### config.mk
export PLATFORM = sky130hd
export DESIGN_NAME = mission_sequencer
export DESIGN_NICKNAME = d
export VERILOG_FILES = /design/src/rtl/mission_pkg.sv /design/src/rtl/mission_step_rom.sv /design/src/rtl/mission_sequencer.sv
export SDC_FILE = /design/constraint.sdc
export NUM_CORES = 1
export LEC_CHECK = 0
export CAP_MARGIN = 20
export CORE_ASPECT_RATIO = 1.1
export CORE_UTILIZATION = 53
export DETAILED_ROUTE_END_ITERATION = 10
export PLACE_DENSITY = 0.78
export SLEW_MARGIN = 20
export SYNTH_ARGS = -nofsm -noshare
export SYNTH_HDL_FRONTEND = slang
export SYNTH_HIERARCHICAL = 1
export SYNTH_SLANG_ARGS = --single-unit
### constraint.sdc
create_clock -name CLK -period 8.5 [get_ports CLK]
set_clock_uncertainty 0.2 [all_clocks]
set_input_delay 1.7 -clock CLK [delete_from_list [all_inputs] [get_ports CLK]]
set_output_delay 1.7 -clock CLK [all_outputs]
set_load 0.01 [all_outputs]
### src/rtl/mission_pkg.sv
// Shared command codes, status codes, source selects and step descriptor layout
// for the mission sequencer and its step table.
package mission_pkg;

    localparam int DESC_W = 8;

    localparam logic [4:0] NO_COMMAND = 5'b00000;
    localparam logic [4:0] TURN_RIGHT = 5'b01100;
    localparam logic [4:0] TURN_LEFT  = 5'b00110;
    localparam logic [4:0] STRAIGHT   = 5'b01110;

    localparam logic [1:0] RF_INI = 2'b00;
    localparam logic [1:0] RF_EXC = 2'b01;
    localparam logic [1:0] RF_COM = 2'b10;
    localparam logic [1:0] RF_ERR = 2'b11;

    typedef enum logic [2:0] {
        SRC_CONST,
        SRC_FRONT,
        SRC_SIDE_FRONT,
        SRC_RIGHT,
        SRC_KEEP
    } src_e;

    typedef struct packed {
        logic [4:0]        cmd;
        src_e              path_src;
        logic [DESC_W-1:0] path_const;
        src_e              cmp_src;
        logic [DESC_W-1:0] cmp_const;
        logic [DESC_W-1:0] cmp_offset;
        logic              confirm_req;
        logic [DESC_W-1:0] next;
    } step_desc_t;

    typedef enum logic [2:0] {
        ST_IDLE,
        ST_INI,
        ST_EXC,
        ST_COM,
        ST_ERR,
        ST_DONE
    } state_e;

endpackage

### src/rtl/mission_step_rom.sv
// Mission table: step index to descriptor, purely combinational.
// Editing the mission means editing only the case table below.
module mission_step_rom
    import mission_pkg::*;
#(
    parameter int STEP_W  = 3,
    parameter int N_STEPS = 5
) (
    input  logic [STEP_W-1:0] idx_i,
    output step_desc_t        desc_o
);

    always_comb begin
        desc_o = '{cmd: NO_COMMAND, path_src: SRC_KEEP, path_const: '0, cmp_src: SRC_CONST,
                   cmp_const: '0, cmp_offset: '0, confirm_req: 1'b0, next: DESC_W'(N_STEPS)};
        case (idx_i)
            STEP_W'(0): desc_o = '{cmd: STRAIGHT, path_src: SRC_SIDE_FRONT, path_const: '0,
                                   cmp_src: SRC_FRONT, cmp_const: '0, cmp_offset: DESC_W'(15),
                                   confirm_req: 1'b1, next: DESC_W'(1)};
            STEP_W'(1): desc_o = '{cmd: TURN_LEFT, path_src: SRC_KEEP, path_const: '0,
                                   cmp_src: SRC_SIDE_FRONT, cmp_const: '0, cmp_offset: '0,
                                   confirm_req: 1'b1, next: DESC_W'(2)};
            STEP_W'(2): desc_o = '{cmd: STRAIGHT, path_src: SRC_CONST, path_const: DESC_W'(5),
                                   cmp_src: SRC_CONST, cmp_const: DESC_W'(12), cmp_offset: '0,
                                   confirm_req: 1'b1, next: DESC_W'(3)};
            STEP_W'(3): desc_o = '{cmd: TURN_RIGHT, path_src: SRC_KEEP, path_const: '0,
                                   cmp_src: SRC_RIGHT, cmp_const: '0, cmp_offset: '0,
                                   confirm_req: 1'b0, next: DESC_W'(4)};
            STEP_W'(4): desc_o = '{cmd: STRAIGHT, path_src: SRC_CONST, path_const: DESC_W'(16),
                                   cmp_src: SRC_CONST, cmp_const: DESC_W'(12), cmp_offset: '0,
                                   confirm_req: 1'b0, next: DESC_W'(3)};
            default:    desc_o.next = DESC_W'(N_STEPS);
        endcase
    end

endmodule

### src/rtl/mission_sequencer.sv
// Table-driven mission sequencer feeding the Navigation block; all outputs registered.
// Non-confirm step turnaround is 3 cycles from NEXT_FLAG to the new COMMAND.
module mission_sequencer
    import mission_pkg::*;
#(
    parameter int DIST_W         = 8,
    parameter int CMD_W          = 5,
    parameter int N_STEPS        = 5,
    parameter int STEP_W         = 3,
    parameter int TIMEOUT_CYCLES = 500_000_000,
    parameter int TO_W           = 30,
    parameter int LOOP_MAX       = 0
) (
    input  logic              CLK,
    input  logic              RESET,
    input  logic              START,
    input  logic              ADVANCE,
    input  logic              RETRY,
    input  logic              ABORT,
    input  logic              NEXT_FLAG,
    input  logic [DIST_W-1:0] DISTANCE_FRONT,
    input  logic [DIST_W-1:0] DISTANCE_SIDE_FRONT,
    input  logic [DIST_W-1:0] RIGHT_DISTANCE,
    output logic [CMD_W-1:0]  COMMAND,
    output logic [DIST_W-1:0] PATH,
    output logic [DIST_W-1:0] COMPARE_DISTANCE,
    output logic [1:0]        RUN_FLAG,
    output logic [STEP_W-1:0] STEP,
    output logic              BUSY,
    output logic              DONE,
    output logic              ERROR,
    output logic [DIST_W-1:0] INITIAL_X,
    output logic [DIST_W-1:0] INITIAL_Y
);

    localparam int LOOP_W = 16;
    localparam logic [LOOP_W-1:0] LOOP_LAST = LOOP_W'((LOOP_MAX == 0) ? 0 : LOOP_MAX - 1);
    localparam logic [TO_W-1:0]   TO_LAST   = TO_W'((TIMEOUT_CYCLES == 0) ? 0 : TIMEOUT_CYCLES - 1);

    state_e            state_q;
    logic [CMD_W-1:0]  cmd_q;
    logic [DIST_W-1:0] path_q, cmp_q, ix_q, iy_q;
    logic [1:0]        run_flag_q;
    logic [STEP_W-1:0] step_q;
    logic              busy_q, done_q, error_q;
    logic [LOOP_W-1:0] loop_q;
    logic [TO_W-1:0]   to_q;
    logic [1:0]        adv_q, retry_q;

    step_desc_t        desc;
    logic [DIST_W-1:0] path_d, cmp_src_d, cmp_off_d, cmp_d;
    logic [STEP_W-1:0] next_step;
    logic              adv_rise, retry_rise, is_term, is_back, loop_hit, timed_out;

    mission_step_rom #(
        .STEP_W  (STEP_W),
        .N_STEPS (N_STEPS)
    ) u_rom (
        .idx_i  (step_q),
        .desc_o (desc)
    );

    always_comb begin
        path_d = path_q;
        case (desc.path_src)
            SRC_CONST:      path_d = DIST_W'(desc.path_const);
            SRC_FRONT:      path_d = DISTANCE_FRONT;
            SRC_SIDE_FRONT: path_d = DISTANCE_SIDE_FRONT;
            SRC_RIGHT:      path_d = RIGHT_DISTANCE;
            default:        path_d = path_q;
        endcase
        cmp_src_d = cmp_q;
        case (desc.cmp_src)
            SRC_CONST:      cmp_src_d = DIST_W'(desc.cmp_const);
            SRC_FRONT:      cmp_src_d = DISTANCE_FRONT;
            SRC_SIDE_FRONT: cmp_src_d = DISTANCE_SIDE_FRONT;
            SRC_RIGHT:      cmp_src_d = RIGHT_DISTANCE;
            default:        cmp_src_d = cmp_q;
        endcase
        // Threshold saturates at zero rather than wrapping to a huge stop distance.
        cmp_off_d = DIST_W'(desc.cmp_offset);
        cmp_d     = (cmp_src_d > cmp_off_d) ? (cmp_src_d - cmp_off_d) : '0;
    end

    assign adv_rise   = adv_q[0] & ~adv_q[1];
    assign retry_rise = retry_q[0] & ~retry_q[1];
    assign next_step  = STEP_W'(desc.next);
    assign is_term    = (desc.next == DESC_W'(N_STEPS));
    assign is_back    = (next_step <= step_q);
    assign loop_hit   = (LOOP_MAX != 0) && is_back && (loop_q == LOOP_LAST);
    assign timed_out  = (TIMEOUT_CYCLES != 0) && (to_q == TO_LAST);

    always_ff @(posedge CLK or posedge RESET) begin
        if (RESET) begin
            state_q    <= ST_IDLE;
            cmd_q      <= CMD_W'(NO_COMMAND);
            path_q     <= '0;
            cmp_q      <= '0;
            run_flag_q <= RF_INI;
            step_q     <= '0;
            busy_q     <= 1'b0;
            done_q     <= 1'b0;
            error_q    <= 1'b0;
            ix_q       <= '0;
            iy_q       <= '0;
            loop_q     <= '0;
            to_q       <= '0;
            adv_q      <= '0;
            retry_q    <= '0;
        end else begin
            adv_q   <= {adv_q[0], ADVANCE};
            retry_q <= {retry_q[0], RETRY};
            if (ABORT) begin
                state_q    <= ST_IDLE;
                cmd_q      <= CMD_W'(NO_COMMAND);
                path_q     <= '0;
                cmp_q      <= '0;
                run_flag_q <= RF_INI;
                step_q     <= '0;
                busy_q     <= 1'b0;
                done_q     <= 1'b0;
                error_q    <= 1'b0;
                loop_q     <= '0;
                to_q       <= '0;
            end else begin
                case (state_q)
                    ST_IDLE: begin
                        if (!START) begin
                            ix_q <= DISTANCE_SIDE_FRONT;
                            iy_q <= DISTANCE_FRONT;
                        end else begin
                            state_q    <= ST_INI;
                            step_q     <= '0;
                            run_flag_q <= RF_INI;
                            busy_q     <= 1'b1;
                        end
                    end
                    ST_INI: begin
                        cmd_q      <= CMD_W'(desc.cmd);
                        path_q     <= path_d;
                        cmp_q      <= cmp_d;
                        to_q       <= '0;
                        state_q    <= ST_EXC;
                        run_flag_q <= RF_EXC;
                    end
                    ST_EXC: begin
                        if (NEXT_FLAG) begin
                            state_q    <= ST_COM;
                            run_flag_q <= RF_COM;
                        end else if (timed_out) begin
                            state_q    <= ST_ERR;
                            run_flag_q <= RF_ERR;
                            error_q    <= 1'b1;
                            cmd_q      <= CMD_W'(NO_COMMAND);
                        end else begin
                            to_q <= to_q + 1'b1;
                        end
                    end
                    ST_COM: begin
                        if (!desc.confirm_req || adv_rise) begin
                            if (is_term || loop_hit) begin
                                state_q <= ST_DONE;
                                cmd_q   <= CMD_W'(NO_COMMAND);
                                done_q  <= 1'b1;
                                busy_q  <= 1'b0;
                            end else begin
                                step_q     <= next_step;
                                loop_q     <= is_back ? loop_q + 1'b1 : loop_q;
                                state_q    <= ST_INI;
                                run_flag_q <= RF_INI;
                            end
                        end
                    end
                    ST_ERR: begin
                        if (retry_rise) begin
                            error_q    <= 1'b0;
                            state_q    <= ST_INI;
                            run_flag_q <= RF_INI;
                        end
                    end
                    ST_DONE: done_q <= 1'b1;
                    default: state_q <= ST_IDLE;
                endcase
            end
        end
    end

    assign COMMAND          = cmd_q;
    assign PATH             = path_q;
    assign COMPARE_DISTANCE = cmp_q;
    assign RUN_FLAG         = run_flag_q;
    assign STEP             = step_q;
    assign BUSY             = busy_q;
    assign DONE             = done_q;
    assign ERROR            = error_q;
    assign INITIAL_X        = ix_q;
    assign INITIAL_Y        = iy_q;

endmodule

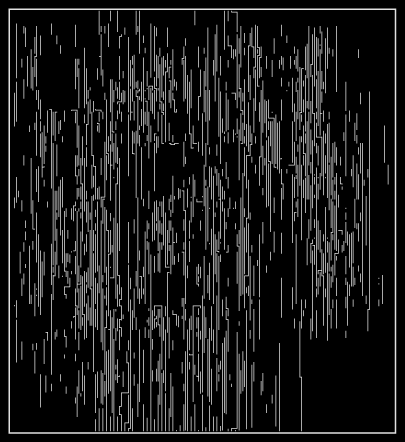
**Above:** met2 routing.
Drawn at 4 px/um.
wire length on this layer = 6,100 um
longest straight run = 54.4 um

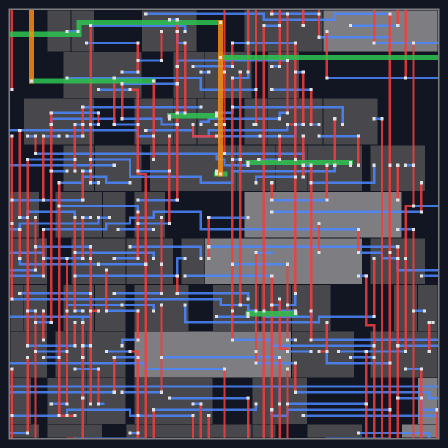
**Above:** layout detail.
Region (36, 40) to (61, 65) um. Cells in gray, sequential cells in the stronger gray; small squares are vias.
M3 -> green
M2 -> red
M4 -> orange
M1 -> blue
sequential cells in the window = 4
netlist names of flops here include = `COMPARE_DISTANCE` (3), `to_q` (1)
cells with their middle in the window = 52

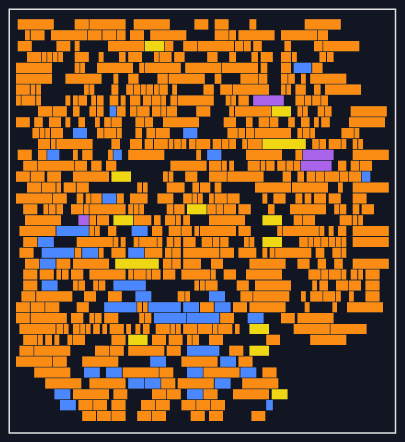
**Above:** sizing map.
Drawn at 4 px/um.
x1 and smaller -> orange  # cells 540, share 90%, most used dfrtp_1
x3 and x4 -> purple  # cells 4, share 0.67%, most used nor4_4
x2 -> blue  # cells 41, share 6.9%, most used mux2_2
x6 and larger -> yellow  # cells 13, share 2.2%, most used clkbuf_8

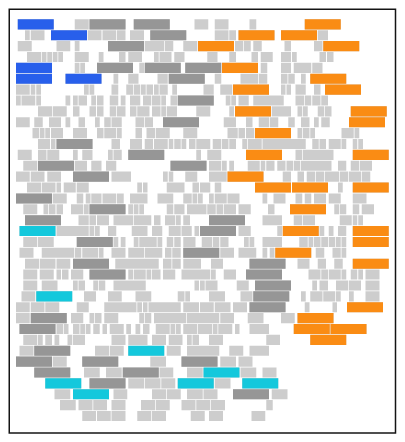
**Above:** sequential cells colored by netlist name.
Drawn at 4 px/um. Other sequential cells in the stronger gray, the rest of the logic in the fainter gray.
`INITIAL_X` -> cyan  # flops 8
`to_q` -> orange  # flops 30
`COMMAND` -> blue  # flops 5, where north-west
not colored = 39
register area: 0.00205 mm^2
Seq group: 0.000544 W
Seq area share: 0.339
Util after Layout: 0.643

==> ci_impl_report.md <==
## Implementation flow summary

| Metric | Value |
|---|---|
| Req. time, crit path | 8.55 ns |
| Vias per cell | between 5 and 6 |
| Max FFs per register | 30 |
| DRT Pass-1 Iters | 4 |
| Yosys synthesis chip area | 0.00517 mm^2 |
| Dpl cells | between 700 and 800 |
| Hold path startpoint | adv_q[0]$_DFF_PP0_ |
| PortBufs | roughly 75 |
| Avg WL per Cell | between 15 and 20 um |
| Late-Pin Clk Latency | around 0.36 ns |
| Flop-to-flop setup slack | roughly 4.3 ns |
| Top_reg_cell synth | dfrtp_1 |
| Highest-count logic cell in the final layout | dfrtp_1 |
| CORE AREA | 0.00940 mm^2 |
| Post_cts resized | 0 |
| Total Wirelength | 12.1 mm |
| Global-route wire length before repair | between 20 and 25 mm |
| Total tool warning count | 26 |
| Delay of the slowest critical-path stage | between 0.4 and 0.5 ns |
| Sw Share | 0.343 |
| Chip height | 106 um |
| Max-cap violations | 0 |
| Via count | about 4,200 |
| Std-Cell Rows | 37 |
| RR Startpoint | STEP[1]$_DFFE_PP0P_ |
| Die Wd | around 96 um |
| CTS Buf Count | 9 |
| Run status | finished clean |
| Synth warnings | 6 |
| Unrepaired setup endpoints after global routing | no |
| Drc violations | 0 |
| Cell Type Count | 64 |
| Final setup violation count | 0 |
| Net switching power | between 0.0004 and 0.0005 W |
| Sink Count | about 80 |
| Fin crit period | ~4.3 ns |
| Crit-path slowest cell | mux4_2 |
| Comb pwr share | 0.401 |
| Register share after synthesis | 0.397 |
| Pwr Density | 235 mW/mm^2 |
| Share of layout cells above drive strength 1 | 0.0970 |
| Htree depth | 3 |
| EDFF count, synth | 0 |
| Slew HR | 0.372 |
| Min-Delay Path Class | reg -> reg |
| Initial antenna violation count | 0 |
-- layer usage --
layer	global-route usage	up-vias	share of wire
met2	0.431	101	0.51
met1	0.338	2076	0.44
met3	0.0491	16	0.038
met5	0	-	0
li1	-	1992	-
met4	0.0821	0	0.015
-- logic make-up after synthesis --
group,after synthesis,synth area share
buffers and inverters,85,0.0881
multiplexers,48,0.118
AND/OR/NAND/NOR,187,0.200
adder cells (fa/ha/maj),10,0.0257
XOR/XNOR,22,0.0373
AND-OR/OR-AND,102,0.134
other,1,0.000725
flip-flops,82,0.397
-- final cells by class --
type                       count  area share
multi-input combinational    393       0.455
tap                          117      0.0242
clock buffer                  11      0.0234
timing repair buffer          77       0.127
inverter                      32      0.0201
sequential                    82       0.339
clock inverter                 3      0.0108
-- worst max path at each step --
stage,slack [ns],start,cells past startpoint,to
after floorplan,4.37,RIGHT_DISTANCE[2],8,COMPARE_DISTANCE[6]$_DFFE_PP0P_
after global placement,3.84,DISTANCE_SIDE_FRONT[2],9,COMPARE_DISTANCE[6]$_DFFE_PP0P_
after detailed placement,3.81,DISTANCE_SIDE_FRONT[2],9,COMPARE_DISTANCE[6]$_DFFE_PP0P_
after CTS,4.18,DISTANCE_SIDE_FRONT[2],9,COMPARE_DISTANCE[6]$_DFFE_PP0P_
after global routing,4.07,STEP[1]$_DFFE_PP0P_,10,COMPARE_DISTANCE[6]$_DFFE_PP0P_
final,4.16,DISTANCE_SIDE_FRONT[2],9,COMPARE_DISTANCE[6]$_DFFE_PP0P_
-- cell usage after synthesis (4+ instances only) --
master / number / area [um^2]
a21o_1: 4 / 30.0
a21oi_1: 23 / 115
a22o_1: 10 / 87.6
and3_1: 9 / 56.3
buf_2: 7 / 35.0
buf_4: 32 / 240
clkbuf_1: 13 / 48.8
dfrtp_1: 82 / 2050
ha_1: 9 / 113
inv_1: 31 / 116
mux2_2: 23 / 259
mux2i_1: 17 / 170
mux4_2: 8 / 180
nand2_1: 31 / 116
nand2b_1: 6 / 37.5
nand3_1: 26 / 130
nand4_1: 14 / 87.6
nor2_1: 45 / 169
nor2b_1: 6 / 37.5
nor3_1: 6 / 30.0
nor3b_1: 4 / 30.0
o211ai_1: 4 / 30.0
o21ai_0: 29 / 145
o221ai_1: 8 / 70.1
o31ai_1: 4 / 30.0
or3_1: 7 / 43.8
or4_1: 5 / 37.5
xor2_1: 20 / 175
-- through the flow --
stage | setup WS (ns) | total power (W) | instance area [um^2] | hold slack [ns]
6_report | 4.16 | 0.00142 | 6040 | 0.180
5_1_grt | 4.07 | 0.00150 | 6040 | 0.198
4_1_cts | 4.18 | 0.00143 | 6040 | 0.184
3_5_place_dp | 3.81 | 0.00112 | 5830 | 0.167
3_3_place_gp | 3.84 | 0.00110 | 5830 | 0.161
2_1_floorplan | 4.37 | 0.000884 | 5260 | 0.155
-- power groups by stage --
| stage | Sequential [W] | Clock [W] | Combinational [W] |
|---|---|---|---|
| global route | 0.000553 | 0.000331 | 0.000616 |
| global placement | 0.000545 | 0 | 0.000558 |
| detailed placement | 0.000548 | 0 | 0.000569 |
| floorplan | 0.000560 | 0 | 0.000324 |
| CTS | 0.000542 | 0.000312 | 0.000572 |
| finish | 0.000544 | 0.000305 | 0.000569 |
Power and IR drop assume default switching activity.
